===== config.mk =====
export PLATFORM = sky130hd
export DESIGN_NAME = mem_master
export DESIGN_NICKNAME = d
export VERILOG_FILES = /design/src/rtl/mem_master_pkg.sv /design/src/rtl/mem_burst_cnt.sv /design/src/rtl/mem_master.sv
export SDC_FILE = /design/constraint.sdc
export NUM_CORES = 1
export LEC_CHECK = 0
export CAP_MARGIN = 20
export CORE_MARGIN = 5
export CORE_UTILIZATION = 30
export DETAILED_ROUTE_END_ITERATION = 8
export GPL_ROUTABILITY_DRIVEN = 0
export GPL_TIMING_DRIVEN = 0
export HOLD_SLACK_MARGIN = 0.02
export PLACE_DENSITY = 0.59
export SYNTH_ARGS = -nofsm -noshare
export SYNTH_HDL_FRONTEND = slang
export SYNTH_SLANG_ARGS = --single-unit

===== constraint.sdc =====
create_clock -name clk -period 3.9 [get_ports clk]
set_input_delay 1.17 -clock clk [delete_from_list [all_inputs] [get_ports clk]]
set_output_delay 1.17 -clock clk [all_outputs]
set_load 0.03 [all_outputs]

===== src/rtl/mem_master_pkg.sv =====
// Shared widths, FSM state encoding and address helper for the burst memory master.
package mem_master_pkg;
  localparam int ADDR_W = 5;
  localparam int DATA_W = 8;
  localparam int LEN_W  = 2;

  typedef enum logic [1:0] {
    IDLE      = 2'd0,
    RD_ISSUE  = 2'd1,
    RD_DRAIN  = 2'd2,
    WR_ACCEPT = 2'd3
  } state_t;

  // Address space is a power of two, so plain overflow gives the wrap to 0.
  function automatic logic [ADDR_W-1:0] addr_inc(input logic [ADDR_W-1:0] a);
    return a + 1'b1;
  endfunction
endpackage


===== src/rtl/mem_burst_cnt.sv =====
// Burst address/beat tracker: loads start address and length, steps with wrap, flags the last beat.
module mem_burst_cnt
  import mem_master_pkg::*;
(
  input  logic              clk,
  input  logic              rst_n,
  input  logic              load,
  input  logic              inc,
  input  logic [ADDR_W-1:0] load_addr,
  input  logic [LEN_W-1:0]  load_len,
  output logic [ADDR_W-1:0] addr,
  output logic              last
);
  logic [LEN_W-1:0] beat;
  logic [LEN_W-1:0] len;

  always_ff @(posedge clk or negedge rst_n) begin
    if (!rst_n) begin
      addr <= '0;
      beat <= '0;
      len  <= '0;
    end else if (load) begin
      addr <= load_addr;
      beat <= '0;
      len  <= load_len;
    end else if (inc) begin
      addr <= addr_inc(addr);
      beat <= beat + 1'b1;
    end
  end

  assign last = (beat == len);
endmodule


===== src/rtl/mem_master.sv =====
// Single-outstanding burst master: 1..4 beat reads/writes against a registered-read memory port.
module mem_master
  import mem_master_pkg::*;
(
  input  logic              clk,
  input  logic              rst_n,
  input  logic              req_valid,
  output logic              req_ready,
  input  logic              req_write,
  input  logic [ADDR_W-1:0] req_addr,
  input  logic [LEN_W-1:0]  req_len,
  input  logic              wr_valid,
  output logic              wr_ready,
  input  logic [DATA_W-1:0] wr_data,
  output logic              rd_valid,
  output logic [DATA_W-1:0] rd_data,
  output logic              rd_last,
  output logic              wr_done,
  output logic              mem_read,
  output logic              mem_write,
  output logic [ADDR_W-1:0] mem_addr,
  output logic [DATA_W-1:0] mem_wdata,
  input  logic [DATA_W-1:0] mem_rdata
);
  state_t            state;
  logic              accept, wr_acc;
  logic              cnt_inc, cnt_last;
  logic [ADDR_W-1:0] cnt_addr;
  logic              done_pend;
  // Issue-to-data pipeline: [0] memory access cycle, [1] unused spare kept zero.
  logic [1:0]        vld_pipe;
  logic              lst_pend;

  assign accept  = req_valid && req_ready;
  assign wr_acc  = wr_valid && wr_ready;
  assign cnt_inc = ((state == RD_ISSUE) && !cnt_last) || wr_acc;

  mem_burst_cnt u_cnt (
    .clk       (clk),
    .rst_n     (rst_n),
    .load      (accept),
    .inc       (cnt_inc),
    .load_addr (req_addr),
    .load_len  (req_len),
    .addr      (cnt_addr),
    .last      (cnt_last)
  );

  always_ff @(posedge clk or negedge rst_n) begin
    if (!rst_n) begin
      state     <= IDLE;
      req_ready <= 1'b0;
      wr_ready  <= 1'b0;
      rd_valid  <= 1'b0;
      rd_data   <= '0;
      rd_last   <= 1'b0;
      wr_done   <= 1'b0;
      mem_read  <= 1'b0;
      mem_write <= 1'b0;
      mem_addr  <= '0;
      mem_wdata <= '0;
      done_pend <= 1'b0;
      vld_pipe  <= '0;
      lst_pend  <= 1'b0;
    end else begin
      wr_done   <= 1'b0;
      mem_write <= 1'b0;
      // Memory returns data the cycle after the strobe; capture it on the edge after that.
      vld_pipe  <= {1'b0, mem_read};
      lst_pend  <= mem_read && cnt_last;
      rd_valid  <= vld_pipe[0];
      rd_last   <= lst_pend;
      if (vld_pipe[0]) rd_data <= mem_rdata;

      case (state)
        IDLE: begin
          if (accept) begin
            req_ready <= 1'b0;
            if (req_write) begin
              state    <= WR_ACCEPT;
              wr_ready <= 1'b1;
            end else begin
              state    <= RD_ISSUE;
              mem_read <= 1'b1;
              mem_addr <= req_addr;
            end
          end else begin
            // Also covers the post-reset cycle and the write-completion cycle.
            req_ready <= 1'b1;
            wr_done   <= done_pend;
            done_pend <= 1'b0;
          end
        end
        RD_ISSUE: begin
          if (cnt_last) begin
            mem_read <= 1'b0;
            state    <= RD_DRAIN;
          end else begin
            mem_addr <= addr_inc(cnt_addr);
          end
        end
        RD_DRAIN: begin
          if (rd_last) begin
            state     <= IDLE;
            req_ready <= 1'b1;
          end
        end
        WR_ACCEPT: begin
          if (wr_acc) begin
            mem_write <= 1'b1;
            mem_addr  <= cnt_addr;
            mem_wdata <= wr_data;
            if (cnt_last) begin
              wr_ready  <= 1'b0;
              state     <= IDLE;
              done_pend <= 1'b1;
            end
          end
        end
        default: state <= IDLE;
      endcase
    end
  end
endmodule


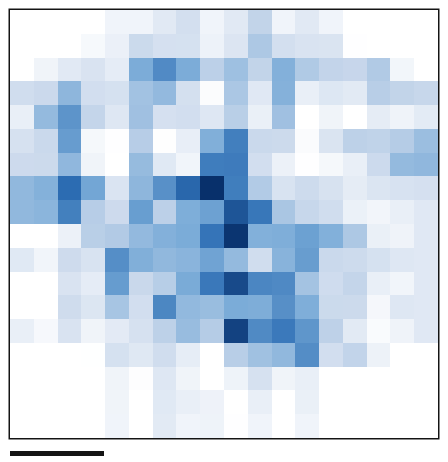
(images/metal_density.png)
Scale bar: 20 um. The die is cut into 18 by 18 equal tiles; white is low, dark blue is high, scaled to the fullest tile. Values are wire area over tile area, all layers added.
The mean over all tiles is 0.089. 11% of the tiles are over half the peak. The emptiest ninth of the die: lower left. The densest ninth of the die: centre. The fullest tile reaches 0.40.
GRT Total Usage: 11.7%
drt total wl: 4540 um

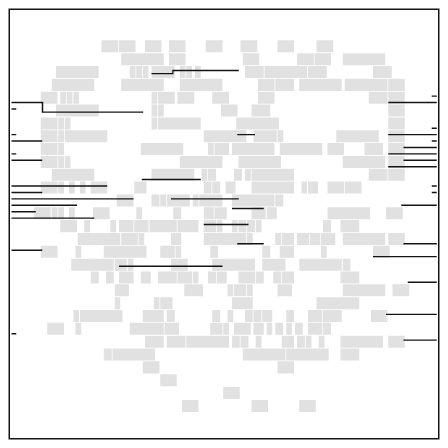
(images/layer_met3.png)
The layer carries 337 um of wire. The longest straight run is 25.5 um. 34 nets have wire on it. The wires run mostly horizontal. The layer holds 7.4% of the routed length.
met3 Use GR: 4.00%
Via Count: 1559

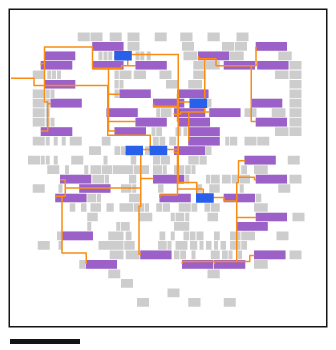
(images/clk_routes.png)
Scale bar: 20 um.
Key: clock wires = orange [length 533 um]; flip-flops = purple [count 42]; clock drivers = blue [count 5]
There are 6 routed clock nets.
clock network power: 0.275 mW
Clock power frac: 12.8%
Final Skew: 0.00530 ns

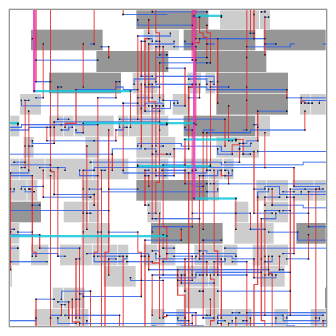
(images/detail.png)
Window x 25 to 65, y 25 to 65 um. Cells in grey, sequential cells in the stronger grey; small squares are vias.
Key: metal 2 = red; metal 3 = cyan; metal 1 = blue; metal 4 = magenta
Netlist names of flops here include state (2). 90 logic cells have their middle in the window. Most frequent: dfrtp_1 (12), nand2_1 (9). Sequential cells in the window: 12.

[power breakdown]
group / total, mW / internal (mW) / switching, mW
Clock: 0.275 / 0.126 / 0.149
Sequential: 0.738 / 0.614 / 0.124
Combinational: 1.13 / 0.501 / 0.628
[final cells by class]
class / count / share of cell area [%]
timing repair buffer: 56 / 20.9
clock buffer: 6 / 2.69
clock inverter: 2 / 0.510
multi-input combinational: 132 / 30.8
inverter: 3 / 0.417
tap: 77 / 3.57
buffer: 10 / 2.13
sequential: 42 / 38.9
[synthesized netlist by cell type, drive strengths merged, types with 2 or more instances]
| cell type | count | area, um2 |
|---|---|---|
| nand4b | 2 | 17.5 |
| o21ai | 5 | 25.0 |
| a31oi | 3 | 18.8 |
| dfrtp | 42 | 1050 |
| o311a | 2 | 20.0 |
| mux2 | 14 | 158 |
| nand2 | 43 | 161 |
| and3 | 2 | 13.8 |
| nor2 | 8 | 30.0 |
| o211ai | 3 | 22.5 |
| xnor2 | 4 | 35.0 |
| inv | 3 | 11.3 |
| o21a | 2 | 15.0 |
| nand3 | 9 | 50.1 |
| buf | 6 | 42.5 |
| nor3 | 6 | 41.3 |
| a21oi | 7 | 38.8 |
| or3 | 2 | 12.5 |
| clkbuf | 4 | 15.0 |
| and2 | 2 | 15.0 |
| nand2b | 2 | 12.5 |
[critical path: cells and delay by family]
kind	cells	cell delay, ns
multiplexers	1	0.38
buffers and inverters	3	0.66
AND/OR/NAND/NOR	3	0.63
[cell families after synthesis]
| kind of cell | Yosys count |
|---|---|
| compound gates | 29 |
| xor+xnor | 5 |
| fa+ha+maj | 1 |
| buf+inv | 13 |
| flops | 42 |
| mux | 15 |
| simple gates | 82 |
[sequential cells by signal (all words and copies together), names as in the netlist, 2 cells and up]
register and flops:
mem_wdata 8, rd_data 8, mem_addr 5, u_cnt.addr 5, state 2, u_cnt.beat 2
u_cnt.len 2
[how the worst max path moves through the flow]
stage,start,end,slack [ns],depth (start not counted)
floorplan,wr_valid,mem_addr[0],1.59,6
global placement,rst_n,rd_data[1],0.49,1
detailed placement,wr_valid,mem_addr[0],0.90,7
CTS,wr_valid,mem_addr[0],1.22,7
global route,wr_valid,mem_addr[0],1.18,7
finish,wr_valid,mem_addr[0],1.24,7
[layer usage]
| metal | part of all wire, % | GRT usage [%] | up-vias |
|---|---|---|---|
| met2 | 48 | 20.0 | 42 |
| met1 | 43 | 13.7 | 735 |
| met3 | 7.4 | 4.00 | 6 |
| met5 | 0 | 0 | - |
| met4 | 1.1 | 3.35 | 0 |
| li1 | - | - | 776 |
[stage by stage]
stage / total power [mW] / worst slack (ns) / instances
2_1_floorplan: 1.48 / 1.59 / 187
3_3_place_gp: 1.86 / 0.488 / 319
3_5_place_dp: 1.89 / 0.901 / 320
4_1_cts: 2.17 / 1.22 / 328
5_1_grt: 2.30 / 1.18 / 328
6_report: 2.14 / 1.24 / 328
==> out/metrics.cfg <==
[clock_network]
cts_hold_buffers=0
postCtsSetupBuffers=0
clk_latency_ns=0.29
cts-htree-levels=2
cts_root_buffer=clkbuf_8
clockBufferDepth=2
cts.sinks=42
cts_made_buffers=5

[final_layout]
areaGrowthSynthToFinish_pct=38.3
nFillCells=609
postLayoutCoreUtil_pct=42.5
fin_nets=279
postLayoutCellArea_um2=2700
mi_logic_area_um2=832
layout.area.seq_um2=1050
layout_top_cells=clkdlybuf4s50_1 (54), nand2_1 (43), dfrtp_1 (42), mux2_2 (14)
lay_top_count=clkdlybuf4s50_1

[worst_hold_path]
hold_depth=0
hold_start=lst_pend
min-delay-path-class=flip-flop to flip-flop
hold_path_end=rd_last

[routing]
drt-initial-drc-count=81
vias_per_cell=4.75
wl_per_cell_um=13.8
drt_pass1_iterations=4
final_antenna_net_count=0

[worst_setup_path]
path_class=input port to flip-flop
rr_endpoint=mem_addr[0]
crit_slowest_cell=clkdlybuf4s50_1
r2r-start=wr_ready
crit_chain=clkdlybuf4s50_1 > and2_4 > buf_6 > nand3_2 > inv_2 > nor3_4 > mux2_2
ff2ff_setup_slack_ns=2.15
ff2ff_path_depth=6
cp.arrival_ns=2.84
cp-end-kind=flip-flop
path_max_fanout=10

[job]
max-cap-violations=0
tool_warnings=26

[synthesis]
synth_cells=187
xor_share_pct=2.24
synthSimpleGateAreaFrac_pct=20.8
async_reset_ff_share_pct=100
synth.avg_cell_area_um2=10.4
ys_seq_share_pct=53.8
logic_family=simple AND/OR/NAND/NOR gates
ys_warn_count=0
netlist_area_um2=1950
yosysUniqueCellTypes=44
syn_nets=216
synth.area.mux_share_pct=8.59
adder_share_pct=0.641
flop_cell=dfrtp_1
yosys_area_um2=1950

[power]
p_leak_nw=1.13
cellPowerDensity_nw_per_um2=793
peakVddDrop_uv=287

[run_status]
status=complete, no violations

[grt]
overflow=0
grt_pass1_vias=1619
antenna_found_initial=0
grt_first_pass_wirelength_um=7800

[sta]
finalClockPeriodUsage_pct=68.3
fmax_mhz=376
maxSlewViolCount=0
finalSetupTns_ns=0
period_minus_slack_ns=2.66
tightest_slew_ns=0.487
final_hold_viol_count=0
setup_viol=0
rsz0062_at_grt=no

[floorplan]
fp_util_pct=30.7
die_x_um=90.7
rows=29
fp.dieH_um=90.7
coreArea_um2=6350
io_pins=56

[place]
port_buffers=55
placed_cell_area_um2=2610

Power is estimated from default activity; no workload was simulated.
